==> config.mk <==
export PLATFORM = sky130hd
export DESIGN_NAME = spike_readout_argmax
export DESIGN_NICKNAME = d
export VERILOG_FILES = /design/src/rtl/spike_readout_argmax_pkg.sv /design/src/rtl/sat_counter.sv /design/src/rtl/spike_readout_argmax.sv
export SDC_FILE = /design/constraint.sdc
export NUM_CORES = 1
export LEC_CHECK = 0
export CAP_MARGIN = 40
export CORE_MARGIN = 1.5
export CORE_UTILIZATION = 50
export DETAILED_ROUTE_END_ITERATION = 16
export HOLD_SLACK_MARGIN = 0.05
export PLACE_DENSITY_LB_ADDON = 0.05
export REMOVE_ABC_BUFFERS = 1
export SKIP_CTS_REPAIR_TIMING = 1
export SYNTH_ARGS = -nofsm -noshare
export SYNTH_HDL_FRONTEND = slang
export SYNTH_SLANG_ARGS = --single-unit
==> constraint.sdc <==
create_clock -name clk_i -period 3.7 [get_ports clk_i]
set_input_delay 0.37 -clock clk_i [delete_from_list [all_inputs] [get_ports clk_i]]
set_output_delay 0.37 -clock clk_i [all_outputs]
set_load 0.02 [all_outputs]
Figure 1. Cells by drive strength (run 1).
Scale bar: 20 um.
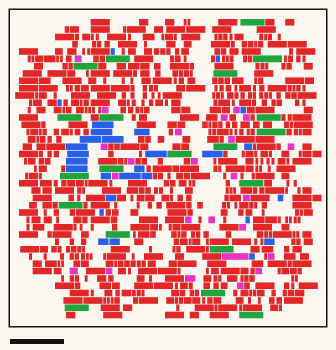
Red shows _0 and _1 cells, cells 727, most used dfxtp_1. Green shows _6 and larger, cells 20, most used clkbuf_16. Blue shows _2 cells, cells 28, most used mux4_2. Magenta shows _3 and _4 cells, cells 24, most used buf_4.
Buffers, non-clock: 43
Layout area overhead: 16.5%
worst setup margin: 307 ps

Figure 2. M4 wires (run 1).
Supply wires on this layer in grey. Cells faint in the background.
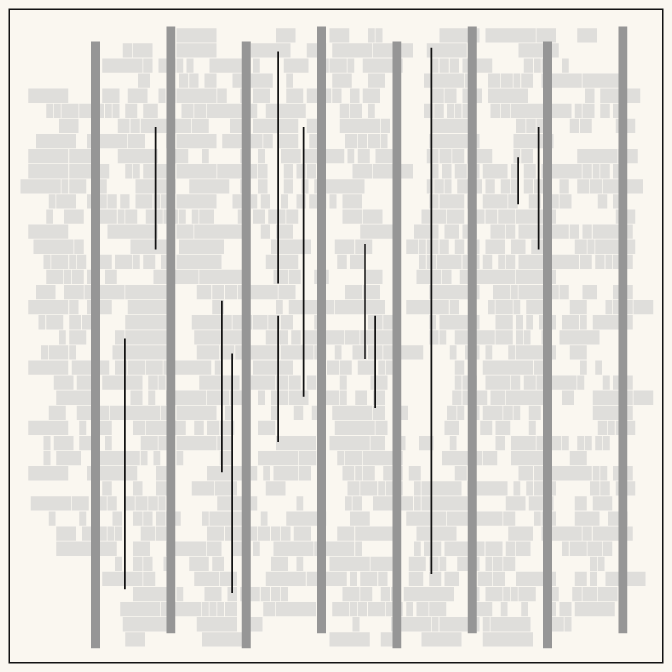
10 nets have wire on it. The layer holds 2.8% of the routed length. The layer carries 413 um of wire. The longest straight run is 94.5 um. The wires run mostly vertical.
Routed WL: 15,000 um
routed vias: 5,544

Figure 3. Signal wires by layer (run 1).
Scale bar: 20 um.
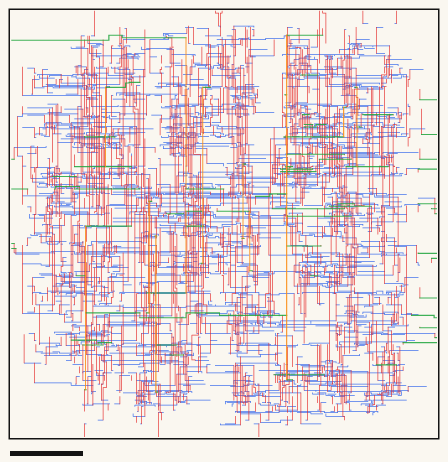
Red shows metal 2, wire length 7,310 um. Blue shows metal 1, wire length 6,780 um. Orange shows metal 4, wire length 413 um. Green shows metal 3, wire length 532 um.
mean routed wirelength per cell: 15.5 um
GRT Total Usage: 0.229

Figure 4. Metal 3 (run 1).
Scale bar: 20 um.
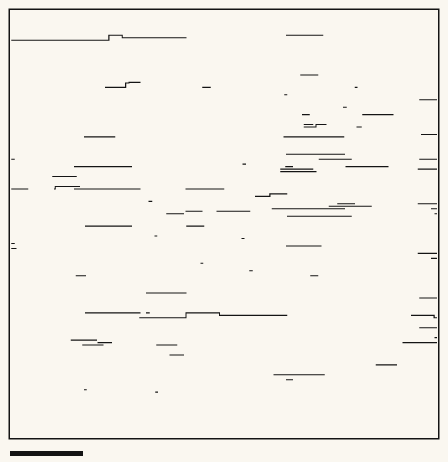
The wires run mostly horizontal. 52 nets have wire on it. The layer carries 532 um of wire. The longest straight run is 26.7 um. The layer holds 3.5% of the routed length.
met3 usage: 0.0516

==> results.txt, run 1 <==
Clock-pin slew on the worst setup and hold paths: 60 ps
Final slew viol count: 0
Comb area leader: simple AND/OR/NAND/NOR gates
Layout Nets: 825
Yosys simple share: 0.232
YS chip area: 0.00655 mm2
CTS tree: done
Leak: 0.00266 uW
Largest net degree at the start of global routing: 40
Slew HR: 0.465
Yosys cell count: 756
Latency at later pin: 430 ps
Ant. Diodes: 0
I/O Pins: 29
Commonest cells post-synth: dfxtp_1 (129), nor2_1 (108), nand2_1 (67)
Core area: 0.0127 mm2
CP dominant cell by count: a21oi_1
Synth Instances: 756
Syn Area/Cell: 8.66 um2
Status: finished, final reports clean
Clock buffer depth: 2
Die Area: 0.0138 mm2
Worst path required time: 4050 ps
Router iterations before antenna repair: 5
Unrepaired setup endpoints after global routing: true
Pwr Total: 4060 uW
Critical Path AT: 3750 ps
Worst Skew: 8.30 ps
Hold path depth: 2
Yosys cell types: 45
Power per Cell Area: 532 mW/mm2
Critical Path End Type: flop
Sink Count: 129
CTS root buf: clkbuf_16
Achievable frequency: 295 MHz
Adders+Majority by Area: 0.0478
Number of global-route vias before repair: 5,279
Hold crit path type: flop to flop
Initial antenna violation count: 0
run 1: stage by stage:
stage / area, um2 / util / TNS [ps] / cells / hold slack (ps)
after floorplan: 6410 / - / -4610 / 724 / 453
after global placement: 7020 / 0.551 / 0 / 938 / 443
after detailed placement: 7020 / 0.552 / 0 / 939 / 448
after CTS: 7620 / 0.599 / 0 / 971 / 455
after global routing: 7630 / 0.600 / -28.8 / 971 / 464
final: 7630 / 0.600 / 0 / 971 / 452
run 1: logic make-up after synthesis:
logic type      after synthesis
compound gates              131
flops                       129
buf+inv                      48
fa+ha+maj                    25
xor+xnor                     64
simple gates                319
mux                          40
run 1: layout by cell type (no fill, tap or decap), types with 7 or more instances in the layout:
cell	instances
nand4_1	30
mux2_2	7
nand2_1	66
nor2_1	107
xnor2_1	23
o21ai_0	26
a211oi_1	8
mux2i_1	23
nor2b_1	10
xor2_1	41
mux4_2	10
clkdlybuf4s50_1	28
buf_4	15
o211a_1	8
nor3_1	16
or3_1	35
nand3_1	24
and3_1	16
clkbuf_16	17
ha_1	25
inv_1	15
a21oi_1	53
dfxtp_1	128
run 1: tightest hold or removal path, delay by kind of cell, from the launching register on:
family           cells  cell delay [ps]
flip-flops           1              310
AND/OR/NAND/NOR      1               50
AND-OR/OR-AND        1               50
run 1: final cells by class:
class                   count  area (um2)
multi-input cells         579        3780
repair buffers             43         393
inverters                  16        60.1
clock buffers              17         425
flip-flops and latches    129        2580
clock inverters            15         169
well taps                 172         215
fillers                  1169        5090
run 1: power breakdown:
group	internal (uW)	switching [uW]	leakage (uW)
clock	1050	632	0.000276
combinational	311	552	0.00135
sequential	1440	71.8	0.00104
total	2800	1260	0.00266
run 1: per-layer routing:
layer,GRT usage,share of wire
met3,0.0516,0.035
met4,0.109,0.027
met2,0.379,0.49
met1,0.281,0.45
met5,0,0
Figure 5. Cell outlines without signal wires (run 1).
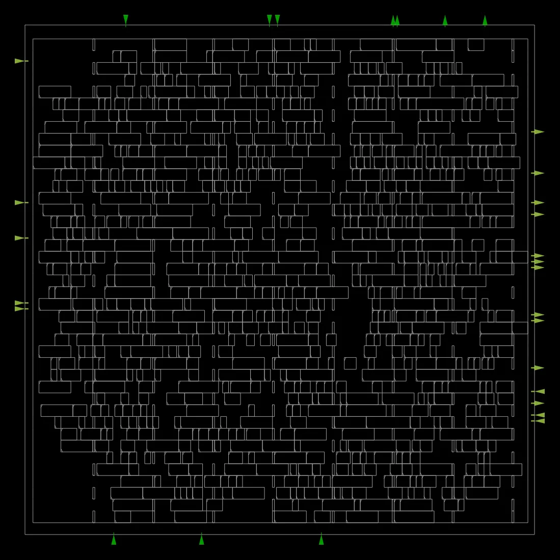

--- run 2 (diff from run 1) ---
--- a/config.mk
+++ b/config.mk
@@ -6,13 +6,13 @@
 export NUM_CORES = 1
 export LEC_CHECK = 0
 export CAP_MARGIN = 40
-export CORE_MARGIN = 1.5
 export CORE_UTILIZATION = 50
 export DETAILED_ROUTE_END_ITERATION = 16
 export HOLD_SLACK_MARGIN = 0.05
 export PLACE_DENSITY_LB_ADDON = 0.05
 export REMOVE_ABC_BUFFERS = 1
 export SKIP_CTS_REPAIR_TIMING = 1
+export SLEW_MARGIN = 40
 export SYNTH_ARGS = -nofsm -noshare
 export SYNTH_HDL_FRONTEND = slang
 export SYNTH_SLANG_ARGS = --single-unit
Figure 6. Cell outlines without signal wires (run 2).
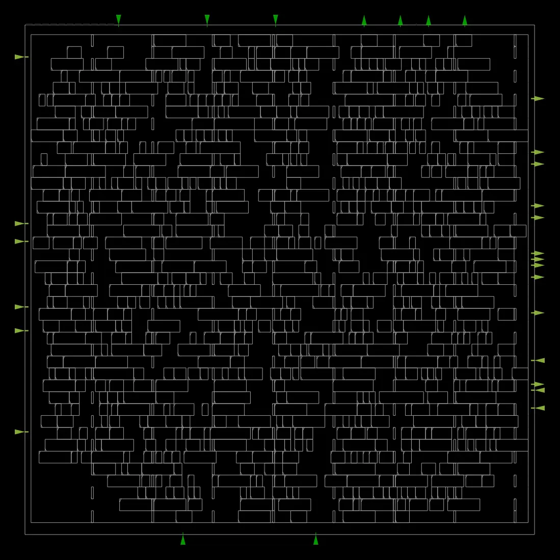
final cell utilization of the core: 0.600
# rows: 41
tap cells: 172
Post-Layout Cell Count: 968
Flops: 129

Figure 7. Metal 3 (run 2).
Scale bar: 20 um.
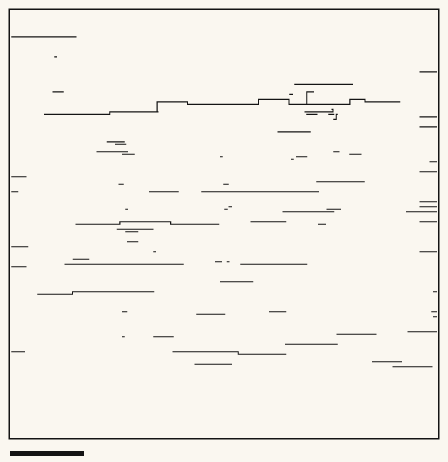
The layer holds 4.1% of the routed length. The longest straight run is 32.2 um. The wires run mostly horizontal. 52 nets have wire on it. The layer carries 613 um of wire.
Routed WL: 15,000 um
met3 usage: 0.0643

==> run 2 against run 1 <==
Non-clock buffer count down 2. Sequential share of layout area increased by 0.14 points. Worst hold slack better by 1.2 ps. Cell count is 0.31% lower. Sequential power hardly changed. Global-route usage grew 1.3 points. Clock power decreased by 2%. Maximum frequency decreased by 2.5%. Count of clock-buffer cells in the layout grew 11. First-iteration DRC count shrank 34%. Utilization increased by 0.055 points.
==> results.txt, run 2 <==
Yosys cell count: 756 (unchanged)
Power per Cell Area: 526 mW/mm2 (-0.99%)
Router iterations before antenna repair: 5 (unchanged)
Commonest cells post-synth: dfxtp_1 (129), nor2_1 (108), nand2_1 (67)
Clock-pin slew on the worst setup and hold paths: 60 ps (about the same)
CP dominant cell by count: nor2_1
Routed vias: 5,525 (-0.34%)
Unrepaired setup endpoints after global routing: false
YS chip area: 0.00655 mm2 (unchanged)
Syn Area/Cell: 8.66 um2 (unchanged)
Status: finished, final reports clean
Synth Instances: 756 (unchanged)
CTS root buf: clkbuf_16
Leak: 0.00266 uW (about the same)
Achievable frequency: 287 MHz (-2.5%)
CTS tree: done
Sink Count: 129 (unchanged)
Layout Nets: 823 (-0.24%)
Latency at later pin: 420 ps (about the same)
Core area: 0.0127 mm2 (-0.40%)
Worst Skew: 8.22 ps (-0.0749 ps)
Clock buffer depth: 2 (unchanged)
I/O Pins: 29 (unchanged)
-- run 2: cell count changes in the layout (fill, tap and decap cells not counted), moves of 2 or more --
cell / before / now
clkinv_2: 5 / 1
buf_4: 15 / 13
clkbuf_1: 0 / 3
bufinv_16: 3 / 1
clkbuf_8: 0 / 8
clkinvlp_4: 6 / 1
-- run 2: metrics by stage --
stage	setup TNS (ps)	worst slack, ps	instances	total power, uW	area (um2)
after global placement	0	327	937	2360	7010
after CTS	0	122	968	4040	7600
final	0	221	968	4000	7600
after detailed placement	0	131	937	2390	7010
after floorplan	-4610	-338	724	2120	6410
after global routing	0	2.08	968	4210	7600
-- run 2: cell families (layout without fill, tap and decap cells) --
family | after synthesis | after routing | share of synthesized area
simple gates | 319 | 319 | 0.232
compound gates | 131 | 131 | 0.128
xor+xnor | 64 | 64 | 0.0856
flops | 129 | 129 | 0.394
mux | 40 | 40 | 0.0816
fa+ha+maj | 25 | 25 | 0.0478
buf+inv | 48 | 88 | 0.0302
-- run 2: layout make-up --
type                    count  area (um2)
inverters                  16        60.1
clock buffers              28         547
clock inverters             3        42.5
flip-flops and latches    129        2590
well taps                 172         215
fillers                  1125        5070
multi-input cells         579        3770
repair buffers             41         378
-- run 2: layer usage --
layer	share of wire	vias to the layer above	GRT usage
li1	-	2759	-
met1	0.46	2630	0.305
met2	0.48	109	0.386
met3	0.041	27	0.0643
met4	0.023	0	0.110
met5	0	-	0
-- run 2: where the power goes --
group	leakage [uW]	total, uW	switching [uW]	internal [uW]
Sequential	0.00104	1520	78.9	1440
Combinational	0.00133	845	543	302
Clock	0.000289	1640	575	1060
-- run 2: worst max-delay path, delay by kind of cell, from the launching register on --
family,cells,cell delay [ps]
adders and majority gates,1,350
muxes,2,680
buffers and inverters,1,280
and+or+nand+nor,4,920
AOI/OAI and AO/OA,3,750
DFF,1,360
Power figures rest on the tool's default switching activity, not on a simulated workload.
